==> src/rtl/mem_ctrl_if.sv <==
// Bundles the MEM-stage, IF-stage and RAM-bus signals of mem_ctrl.
// io_buffer_full exists only when MEM_CTRL_IO_STALL_EN is defined.
interface mem_ctrl_if #(
   parameter int ADDR_W = 32
);
   logic              read_mem;
   logic              write_mem;
   logic [ADDR_W-1:0] mem_addr_to_read;
   logic [31:0]       mem_data_to_write;
   logic [2:0]        data_len;
   logic              mem_load_done;
   logic [1:0]        mem_ctrl_busy_state;
   logic [31:0]       mem_ctrl_read_in;

   logic              if_req;
   logic [ADDR_W-1:0] if_addr;
   logic              if_done;
   logic [31:0]       if_data;

   logic [7:0]        ram_din;
   logic [7:0]        ram_dout;
   logic [ADDR_W-1:0] ram_a;
   logic              ram_wr;
`ifdef MEM_CTRL_IO_STALL_EN
   logic              io_buffer_full;
`endif

   // The controller side: requests come in, RAM bus and done pulses go out.
   modport slave (
`ifdef MEM_CTRL_IO_STALL_EN
      input  io_buffer_full,
`endif
      input  read_mem, write_mem, mem_addr_to_read, mem_data_to_write, data_len,
      input  if_req, if_addr, ram_din,
      output mem_load_done, mem_ctrl_busy_state, mem_ctrl_read_in,
      output if_done, if_data, ram_dout, ram_a, ram_wr
   );

   modport master (
`ifdef MEM_CTRL_IO_STALL_EN
      output io_buffer_full,
`endif
      output read_mem, write_mem, mem_addr_to_read, mem_data_to_write, data_len,
      output if_req, if_addr, ram_din,
      input  mem_load_done, mem_ctrl_busy_state, mem_ctrl_read_in,
      input  if_done, if_data, ram_dout, ram_a, ram_wr
   );
endinterface

==> src/rtl/mem_ctrl.sv <==
// Serialises MEM load/store and IF fetch requests into byte accesses on the
// 8-bit RAM bus. Optional IO write backpressure: MEM_CTRL_IO_STALL_EN.
module mem_ctrl #(
   parameter int ADDR_W = 32
`ifdef MEM_CTRL_IO_STALL_EN
   , parameter logic [1:0] IO_BASE_HI = 2'b11
`endif
) (
   input logic        clk_in,
   input logic        rst_in,
   mem_ctrl_if.slave  bus
);

   typedef enum logic [2:0] {
      IDLE,
      DREAD,
      DWRITE,
      IFREAD,
      DDONE,
      IFDONE
   } state_t;

   state_t            state;
   state_t            next_state;

   logic [ADDR_W-1:0] ram_a_r;
   logic [2:0]        len_r;
   logic [2:0]        cnt;
   logic [31:0]       wbuf;
   logic [31:0]       rbuf;
   logic              len_ok;
   logic              stall;
   logic              addr_step;

   assign len_ok    = (bus.data_len == 3'd1) || (bus.data_len == 3'd2) ||
                      (bus.data_len == 3'd4);
   assign addr_step = (cnt + 3'd1) < len_r;

   // A write byte is held back while the IO region reports a full buffer.
`ifdef MEM_CTRL_IO_STALL_EN
   assign stall = (state == DWRITE) && (ram_a_r[17:16] == IO_BASE_HI) &&
                  bus.io_buffer_full;
`else
   assign stall = 1'b0;
`endif

   always_ff @(posedge clk_in or negedge rst_in) begin
      if (!rst_in) begin
         state <= IDLE;
      end else begin
         state <= next_state;
      end
   end

   // In reads, cnt runs one past the last address so the final byte's data
   // (arriving a cycle late) is captured before the done state.
   always_comb begin
      next_state = state;
      case (state)
         IDLE: begin
            if (bus.write_mem) begin
               next_state = len_ok ? DWRITE : IDLE;
            end else if (bus.read_mem) begin
               next_state = len_ok ? DREAD : IDLE;
            end else if (bus.if_req) begin
               next_state = IFREAD;
            end
         end
         DREAD: begin
            if (cnt == len_r) next_state = DDONE;
         end
         IFREAD: begin
            if (cnt == len_r) next_state = IFDONE;
         end
         DWRITE: begin
            if (!stall && (cnt == len_r - 3'd1)) next_state = DDONE;
         end
         DDONE:   next_state = IDLE;
         IFDONE:  next_state = IDLE;
         default: next_state = IDLE;
      endcase
   end

   always_ff @(posedge clk_in or negedge rst_in) begin
      if (!rst_in) begin
         ram_a_r <= '0;
         len_r   <= '0;
         cnt     <= '0;
         wbuf    <= '0;
         rbuf    <= '0;
      end else begin
         case (state)
            IDLE: begin
               if ((next_state == DREAD) || (next_state == DWRITE)) begin
                  ram_a_r <= bus.mem_addr_to_read;
                  len_r   <= bus.data_len;
                  wbuf    <= bus.mem_data_to_write;
                  cnt     <= '0;
                  rbuf    <= '0;
               end else if (next_state == IFREAD) begin
                  ram_a_r <= bus.if_addr;
                  len_r   <= 3'd4;
                  cnt     <= '0;
                  rbuf    <= '0;
               end
            end
            DREAD, IFREAD: begin
               cnt <= cnt + 3'd1;
               if (addr_step) ram_a_r <= ram_a_r + ADDR_W'(1);
               case (cnt)
                  3'd1:    rbuf[7:0]   <= bus.ram_din;
                  3'd2:    rbuf[15:8]  <= bus.ram_din;
                  3'd3:    rbuf[23:16] <= bus.ram_din;
                  3'd4:    rbuf[31:24] <= bus.ram_din;
                  default: ;
               endcase
            end
            DWRITE: begin
               if (!stall) begin
                  cnt  <= cnt + 3'd1;
                  wbuf <= {8'h00, wbuf[31:8]};
                  if (addr_step) ram_a_r <= ram_a_r + ADDR_W'(1);
               end
            end
            default: ;
         endcase
      end
   end

   // rbuf is cleared on every acceptance, so a store's done presents zero.
   always_comb begin
      bus.ram_a               = ram_a_r;
      bus.ram_wr              = 1'b0;
      bus.ram_dout            = 8'h00;
      bus.mem_load_done       = 1'b0;
      bus.mem_ctrl_read_in    = 32'h0;
      bus.if_done             = 1'b0;
      bus.if_data             = 32'h0;
      bus.mem_ctrl_busy_state = 2'b00;
      case (state)
         DREAD: begin
            bus.mem_ctrl_busy_state = 2'b10;
         end
         DWRITE: begin
            bus.mem_ctrl_busy_state = 2'b10;
            bus.ram_wr              = !stall;
            bus.ram_dout            = wbuf[7:0];
         end
         IFREAD: begin
            bus.mem_ctrl_busy_state = 2'b11;
         end
         DDONE: begin
            bus.mem_ctrl_busy_state = 2'b10;
            bus.mem_load_done       = 1'b1;
            bus.mem_ctrl_read_in    = rbuf;
         end
         IFDONE: begin
            bus.mem_ctrl_busy_state = 2'b11;
            bus.if_done             = 1'b1;
            bus.if_data             = rbuf;
         end
         default: ;
      endcase
   end

endmodule

==> src/flat_wrapper.sv <==
// flat-port wrapper written by rule: the top's interface ports become plain ports
module mem_ctrl_flat 
#(
   parameter int ADDR_W = 32

)
  (clk_in, rst_in, bus_read_mem, bus_write_mem, bus_mem_addr_to_read, bus_mem_data_to_write, bus_data_len, bus_if_req, bus_if_addr, bus_ram_din, bus_mem_load_done, bus_mem_ctrl_busy_state, bus_mem_ctrl_read_in, bus_if_done, bus_if_data, bus_ram_dout, bus_ram_a, bus_ram_wr);
  mem_ctrl_if #(.ADDR_W(ADDR_W)) bus_i ();
  input logic clk_in;
  input logic rst_in;
  input wire logic [$bits(bus_i.read_mem)-1:0] bus_read_mem;
  input wire logic [$bits(bus_i.write_mem)-1:0] bus_write_mem;
  input wire logic [$bits(bus_i.mem_addr_to_read)-1:0] bus_mem_addr_to_read;
  input wire logic [$bits(bus_i.mem_data_to_write)-1:0] bus_mem_data_to_write;
  input wire logic [$bits(bus_i.data_len)-1:0] bus_data_len;
  input wire logic [$bits(bus_i.if_req)-1:0] bus_if_req;
  input wire logic [$bits(bus_i.if_addr)-1:0] bus_if_addr;
  input wire logic [$bits(bus_i.ram_din)-1:0] bus_ram_din;
  output wire logic [$bits(bus_i.mem_load_done)-1:0] bus_mem_load_done;
  output wire logic [$bits(bus_i.mem_ctrl_busy_state)-1:0] bus_mem_ctrl_busy_state;
  output wire logic [$bits(bus_i.mem_ctrl_read_in)-1:0] bus_mem_ctrl_read_in;
  output wire logic [$bits(bus_i.if_done)-1:0] bus_if_done;
  output wire logic [$bits(bus_i.if_data)-1:0] bus_if_data;
  output wire logic [$bits(bus_i.ram_dout)-1:0] bus_ram_dout;
  output wire logic [$bits(bus_i.ram_a)-1:0] bus_ram_a;
  output wire logic [$bits(bus_i.ram_wr)-1:0] bus_ram_wr;
  assign bus_i.read_mem = bus_read_mem;
  assign bus_i.write_mem = bus_write_mem;
  assign bus_i.mem_addr_to_read = bus_mem_addr_to_read;
  assign bus_i.mem_data_to_write = bus_mem_data_to_write;
  assign bus_i.data_len = bus_data_len;
  assign bus_i.if_req = bus_if_req;
  assign bus_i.if_addr = bus_if_addr;
  assign bus_i.ram_din = bus_ram_din;
  assign bus_mem_load_done = bus_i.mem_load_done;
  assign bus_mem_ctrl_busy_state = bus_i.mem_ctrl_busy_state;
  assign bus_mem_ctrl_read_in = bus_i.mem_ctrl_read_in;
  assign bus_if_done = bus_i.if_done;
  assign bus_if_data = bus_i.if_data;
  assign bus_ram_dout = bus_i.ram_dout;
  assign bus_ram_a = bus_i.ram_a;
  assign bus_ram_wr = bus_i.ram_wr;
  mem_ctrl #(.ADDR_W(ADDR_W)) u_core (.clk_in(clk_in), .rst_in(rst_in), .bus(bus_i));
endmodule
==> config.mk <==
export PLATFORM = sky130hd
export DESIGN_NAME = mem_ctrl_flat
export DESIGN_NICKNAME = d
export VERILOG_FILES = /design/src/rtl/mem_ctrl_if.sv /design/src/rtl/mem_ctrl.sv /design/src/flat_wrapper.sv
export SDC_FILE = /design/constraint.sdc
export NUM_CORES = 1
export LEC_CHECK = 0
export CELL_PAD_IN_SITES_DETAIL_PLACEMENT = 1
export CELL_PAD_IN_SITES_GLOBAL_PLACEMENT = 2
export CORE_MARGIN = 3
export CORE_UTILIZATION = 27
export CTS_BUF_LIST = sky130_fd_sc_hd__clkbuf_4 sky130_fd_sc_hd__clkbuf_8
export DETAILED_ROUTE_END_ITERATION = 12
export PLACE_DENSITY_LB_ADDON = 0.1
export SLEW_MARGIN = 15
export SYNTH_ARGS = -nofsm -noshare
export SYNTH_HDL_FRONTEND = slang
export SYNTH_SLANG_ARGS = --single-unit
==> constraint.sdc <==
create_clock -name clk_in -period 2.86 [get_ports clk_in]
set_clock_uncertainty 0.05 [all_clocks]
set_input_delay 0.572 -clock clk_in [delete_from_list [all_inputs] [get_ports clk_in]]
set_output_delay 0.572 -clock clk_in [all_outputs]
set_load 0.005 [all_outputs]
Fig. 1: run 1, met3 routing
Scale bar: 50 microns. Cells faint in the background.
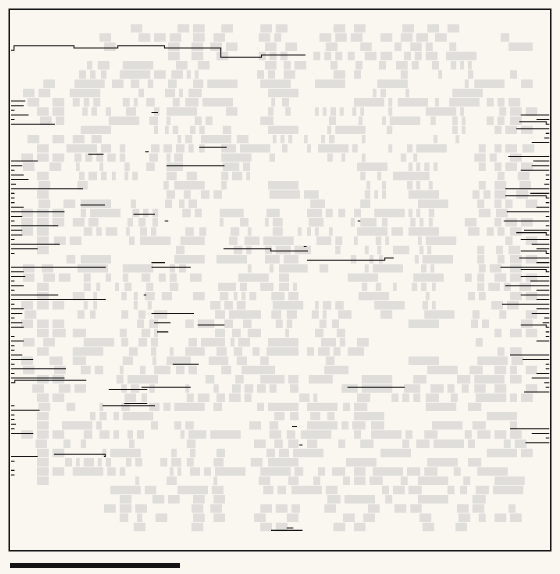
share of all routed wire	4.5%
nets with wire on the layer	140
wire length on this layer	1010 microns
main direction	horizontal

Fig. 2: run 1, clock routing
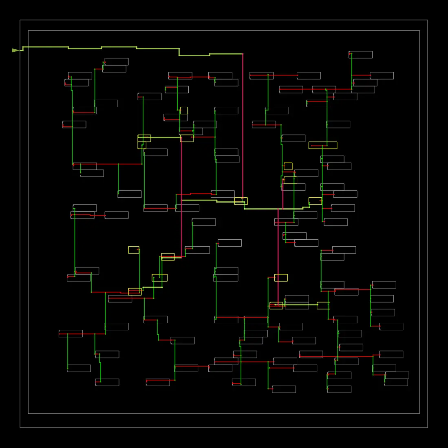
sink count of the clock tree: 105
Clock Buffer Count: 10
Clock net power: 1.04 mW
clock latency on the worst-skew pair: 0.39 ns
count of sequential standard cells: 105

==> run summary, run 1 <==
Flow results.

- The run finished with clean final reports.
- Leaving out fill and tap cells, the most frequent cell in the layout is clkdlybuf4s50_1.
- The start point of the critical path is u_core.state[0].
- The final period demand of the worst path is around 2.7 ns.
- The total of cells resized after clock tree synthesis is 0.
- The total cells reported by yosys after synthesis is approximately 690.
- The clock tree buffer depth is 2.
- The number of multi-input combinational cells in the layout is 512.
- The leading cell category by total area is combinational gates.
- TritonCTS built the clock tree.
- Clock tree buffers and inverters occupy under 10% of the routed design's cell area.
- The synthesized netlist devotes 23.9% of its cell area to simple gates.
- Row generation in the floorplan step produced approximately 55 rows.
- The transition time recorded at the tightest slew-check pin is roughly 0.64 ns.
- The global routing met1 resource utilization is a little under a quarter.
- The post-synthesis sequential area ratio is approximately two fifths.
- Summed over all layers, the global routing overflow is 0.
- The proportion of synthesized area in mux cells is 4.67%.
- The number of synthesized flops with an enable pin is 0.
- According to the Yosys statistics, the synthesized design has a chip area of ~0.0063 sq mm.
- The combined area of all synthesized cells is 0.00633 sq mm.
- The number of flip-flops and latches in the synthesized netlist is around 110.
- The overall die height is between 150 and 200 microns.
- The number of setup buffers added after CTS is 0.
- The count of boundary I/O pins is about 220.
- Looking at the reg2reg group, the worst path ends at u_core.wbuf[12].
- The most common flop cell mapped by yosys is dfrtp_1.
- In the detailed route, the total length drawn on met3 is slightly above 1000 microns.
- The timing report shows that the slowest cell on the worst path is dfrtp_2.
- Setup repair after global routing left no endpoint under its margin.
- The net count reported at finish is approximately 1000.
- The post-CTS hold buffer count recorded in the log is 0.
- The total of warnings raised by yosys is 0.
- 0 antenna diodes ended up in the layout.
- Ranked by total cell area, the synthesized netlist is headed by dfrtp_1 (42%), nand2_1 (5.0%), o221a_1 (4.8%), and2_1 (4.5%), and3_1 (4.2%).
- The final number of setup-violating endpoints is 0.
- The area of the die is roughly 0.025 sq mm.
- The xor/xnor cell area share of the yosys netlist is around 1.6%.
- In the final routing, the length of wire on met1 measures 10200 microns.
- The count of input and output buffers is between 200 and 250.
- The met3 capacity usage during global routing is roughly 4%.
- The number of DRC violations after detailed routing is 0.
- Non-clock buffers in the final layout number 270.
- The post-synthesis adder-cell area fraction is 1.98%.
- The data arrival time of the critical path is 2.06 ns.
- The main combinational cell family by area after synthesis is simple AND/OR/NAND/NOR gates.
- The count of distinct cell types in the synthesized netlist is about 70.
- The synthesized design devotes to its leading area cell type approximately 42% of total area.
- The area taken by multi-input combinational cells is reported as ~0.0034 sq mm.
- In this run the worst setup path terminates at bus_ram_dout[5].
- The required time of the worst setup path is between 2 and 2.5 ns.
- Measured along the x axis, the die boundary spans 159 microns.
- In the final report, the number of pins over their slew limit comes to 0.
- The highest ir drop seen on vdd is 433 uV.
- Setup slack closes at around 0.18 ns.
- The number of nets handed over by synthesis was a little over 800.
- The non-clock buffer contribution to total cell area is 28.6%.
- The initial core utilization is 27.7%.
- In the synthesized netlist the async set-or-reset flop fraction comes to 100%.
- The maximum number of pins on one net before global-route repair is approximately 110.
- STA classifies the critical path startpoint as a flop.
- Wire segments on met2 add up to about 11000 microns in the final route.
- The highest clock rate this design can be run at is 373 MHz.
- Once detail routing completed, the nets flagged for antenna violations numbered 0.
- After detailed placement, the total cell area comes to roughly 0.009 sq mm.
- Listed in order, past its start point the critical path passes nor3b_2 -> buf_12 -> and2_1 -> clkdlybuf4s50_1.
- The clock tree root buffer cell is clkbuf_8.
- The number of CTS-inserted buffers is 9.
- The floorplan core area is between 0.02 and 0.025 sq mm.
- The average size of a mapped cell is 9.22 sq um.
- Post-route period utilization is reported as 93.8%.
- The post-layout instance area is between 0.009 and 0.01 sq mm.
- The estimated wirelength of the detail-placed design is ~17000 microns.
- The clock-pin slew of the registers on the worst-case setup and hold paths is around 0.12 ns.
- The via count of the first global-routing pass is about 6700.
- met2 is the most crowded layer.
- The final hold slack is approximately 0.19 ns.
- The number of inserted filler cells in the final layout is approximately 2600.
- The number of hold violations in the final report is 0.
- The static leakage is around 3.8 nW.
- The count of inverters not on the clock network in the layout is 18.
- The area growth from synthesis to layout is 48.4%.
- The critical path in this run is classified as flop to output port.
Fig. 3: run 1, signal wires on met2
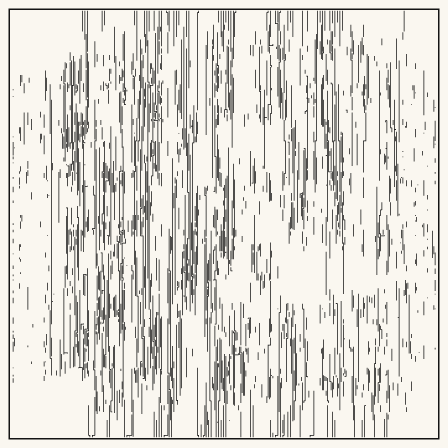
longest straight run	83.3 microns
wire length on this layer	10900 microns
share of all routed wire	48%
total number of vias: 6173
met2 track demand over resource: 30.9%
final WL: 22600 microns

## run 1: where the power goes
group | switching [mW] | internal, mW
combinational | 3.13 | 3.14
clock | 0.593 | 0.449
sequential | 0.700 | 2.19
## run 1: through the flow
step / total power [mW] / cells / util [%]
final: 10.2 / 1234 / 41.1
after global routing: 11.1 / 1234 / 41.1
after CTS: 10.3 / 1234 / 41.1
after detailed placement: 9.24 / 1218 / 40.1
after global placement: 9.02 / 1218 / 40.1
after floorplan: 6.43 / 686 / -
## run 1: worst max-delay path, delay by kind of cell (launching register included)
family | cells | cell delay [ns]
buffers and inverters | 2 | 0.72
DFF | 1 | 0.52
and+or+nand+nor | 2 | 0.42
==> run 2: changes to the inputs <==
--- a/config.mk
+++ b/config.mk
@@ -10,7 +10,9 @@
 export CORE_MARGIN = 3
 export CORE_UTILIZATION = 27
 export CTS_BUF_LIST = sky130_fd_sc_hd__clkbuf_4 sky130_fd_sc_hd__clkbuf_8
+export CTS_CLUSTER_SIZE = 12
 export DETAILED_ROUTE_END_ITERATION = 12
+export HOLD_SLACK_MARGIN = 0.15
 export PLACE_DENSITY_LB_ADDON = 0.1
 export SLEW_MARGIN = 15
 export SYNTH_ARGS = -nofsm -noshare
Fig. 4: run 2, the metal 4 layer
Supply wires on this layer in grey.
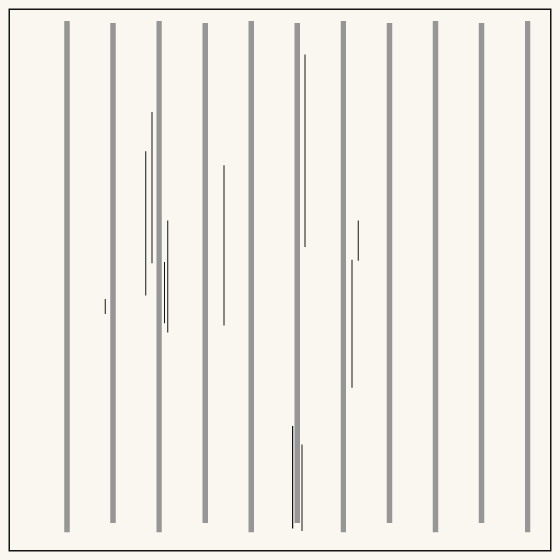
nets with wire on the layer	8
main direction	vertical
share of all routed wire	1.5%
longest straight run	56.4 microns
wire length on this layer	348 microns

Fig. 5: run 2, signal wires on met2
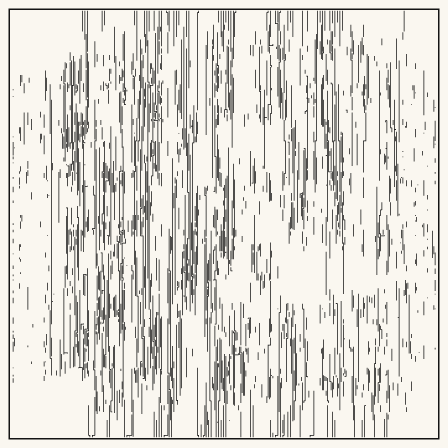
main direction	vertical
nets with wire on the layer	892

==> run 2 against run 1 <==
Synthesized cell count stayed put. Largest cell class unchanged. Cell count stayed put. Critical path depth stayed put. Wire length stayed put. Power stayed put. Sequential share of layout area stayed put. Worst hold slack stayed put. Combinational power hardly changed. Via count stayed put. Utilization stayed put.
==> run summary, run 2 <==
Flow results.

- The run finished with clean final reports.
- The cell internal power dissipation is roughly 5.8 mW.
- For this run, the number of Yosys warnings is 0.
- The clock buffer instance count of the final layout is 10.
- The fraction of registers with async set or reset after synthesis is 100%.
- The most heavily used metal layer in global routing is met2.
- In the final design database the tool counted between 1000 and 1500 nets.
- For the pin with the worst max-slew slack, the measured transition is 0.643 ns.
- The share of power burned in combinational logic is 61.4%.
- The clock-pin slew of the registers on the worst-case setup and hold paths is 0.12 ns.
- Looking at the setup timing report, the critical path kind is flop to output port.
- The later pin in the worst-skew pair is clocked with a latency of just under 0.4 ns.
- From bottom edge to top edge, the die measures approximately 160 microns.
- The DRC violation total left in the routed layout is recorded as 0.
- The count of inverters not on the clock network in the layout is 18.
- The number of hold buffers added after CTS is 0.
- The cell-mix breakdown from Yosys lists the XOR/XNOR area share as between 1.5 and 2%.
- By area the synthesized netlist is led by dfrtp_1 (42%), nand2_1 (5.0%), o221a_1 (4.8%), and2_1 (4.5%), and3_1 (4.2%).
- The total of cells resized after clock tree synthesis is 0.
- The power report lists the sequential group at between 2 and 3 mW.
- The number of flip-flops and latches in the synthesized netlist is 105.
- The count of input and output buffers is 220.
- The die extent in x is 159 microns.
- The met2 usage is a little under a third.
- At the worst endpoint, the arrival time is slightly above 2 ns.
- Routing resource usage on met3 recorded by global route was under 10%.
- The main combinational cell family by area after synthesis is simple AND/OR/NAND/NOR gates.
- The longest clock path from root to sink contains 2 buffers.
- The power in combinational cells is roughly 6.3 mW.
- For reference, the mux area share after synthesis is under 10%.
- In the global route stage, met1 resource usage came out at a little under a quarter.
- The layout has roughly 270 buffers outside the clock class.
- The share of the synthesized area in the top cell type is 41.5%.
- The final period demand of the worst path is approximately 2.7 ns.
- Counting only logic cells after layout, the most numerous master is clkdlybuf4s50_1.
- In the per-layer summary, the met1 wirelength comes to just over 10000 microns.
- The final hold slack is 0.187 ns.
- Setup repair after global routing left no endpoint under its margin.
- The power dissipated by switching net loads is about 4.4 mW.
- In this run the cell area of the synthesized design comes to between 0.006 and 0.007 sq mm.
- Pin placement for this block handled 221 I/O pins.
- The post-synthesis sequential area ratio is ~42%.
- In this run the cell area measured after placement is roughly 0.009 sq mm.
- The routed length on met3 is between 1000 and 1500 microns.
- The count of nets left with antenna violations after detail routing is 0.
- The maximum number of pins on one net before global-route repair is 106.
- Per the layout report, the design carries 2630 filler cells.
- The average size of a mapped cell is 9.22 sq um.
- Counting distinct cell types in the post-synthesis netlist gives 69.
- The clock network consumes a total of approximately 1.0 mW.
- The number of setup buffers added after CTS is 0.
- Including well taps, the total number of placed cells is ~1200.
- For reference, the placement row count at floorplan is ~55.
- The group that draws the most power in this run is combinational cells.
- The finished layout holds around 1200 standard cells, fillers aside.
- The estimated wirelength of the detail-placed design is 17100 microns.
- The number of hold violations in the final report is 0.
- The flow reports that the clock network draws around a tenth of the design power.
- The clock-cell share of area is under 10%.
- The area of the multi-input gates is approximately 0.0034 sq mm.
- The area of the die is approximately 0.025 sq mm.
- The highest ir drop seen on vdd is between 400 and 500 uV.
- The synthesis area per yosys is 0.00633 sq mm.
- The power share of the sequential group is 28.3%.
- Summed over all layers, the routed wires come to 22600 microns.
- The largest cell class by area is combinational gates.
- After layout, the design draws a total of around 10 mW.
- The region available for standard cell placement spans around 0.023 sq mm.
run 2: worst max-delay path, stage by stage, from the launching register on:
cell and delay [ns]:
dfrtp_2 0.52, nor3b_2 0.28, buf_12 0.22, and2_1 0.14
clkdlybuf4s50_1 0.50
run 2: worst paths after layout:
path	slack [ns]	from	end	cells after the start
max	0.18	u_core.state[0]	bus_ram_dout[5]	4
min	0.19	rst_in	u_core.rbuf[10]	2
max reg2reg	0.18	u_core.len_r[1]	u_core.wbuf[12]	10
min reg2reg	0.46	u_core.wbuf[24]	u_core.wbuf[24]	1
max in group asynchronous	2.10	rst_in	u_core.bus.ram_a[25]	2
min in group clk_in	0.46	u_core.wbuf[24]	u_core.wbuf[24]	1
Power and IR drop assume default switching activity.
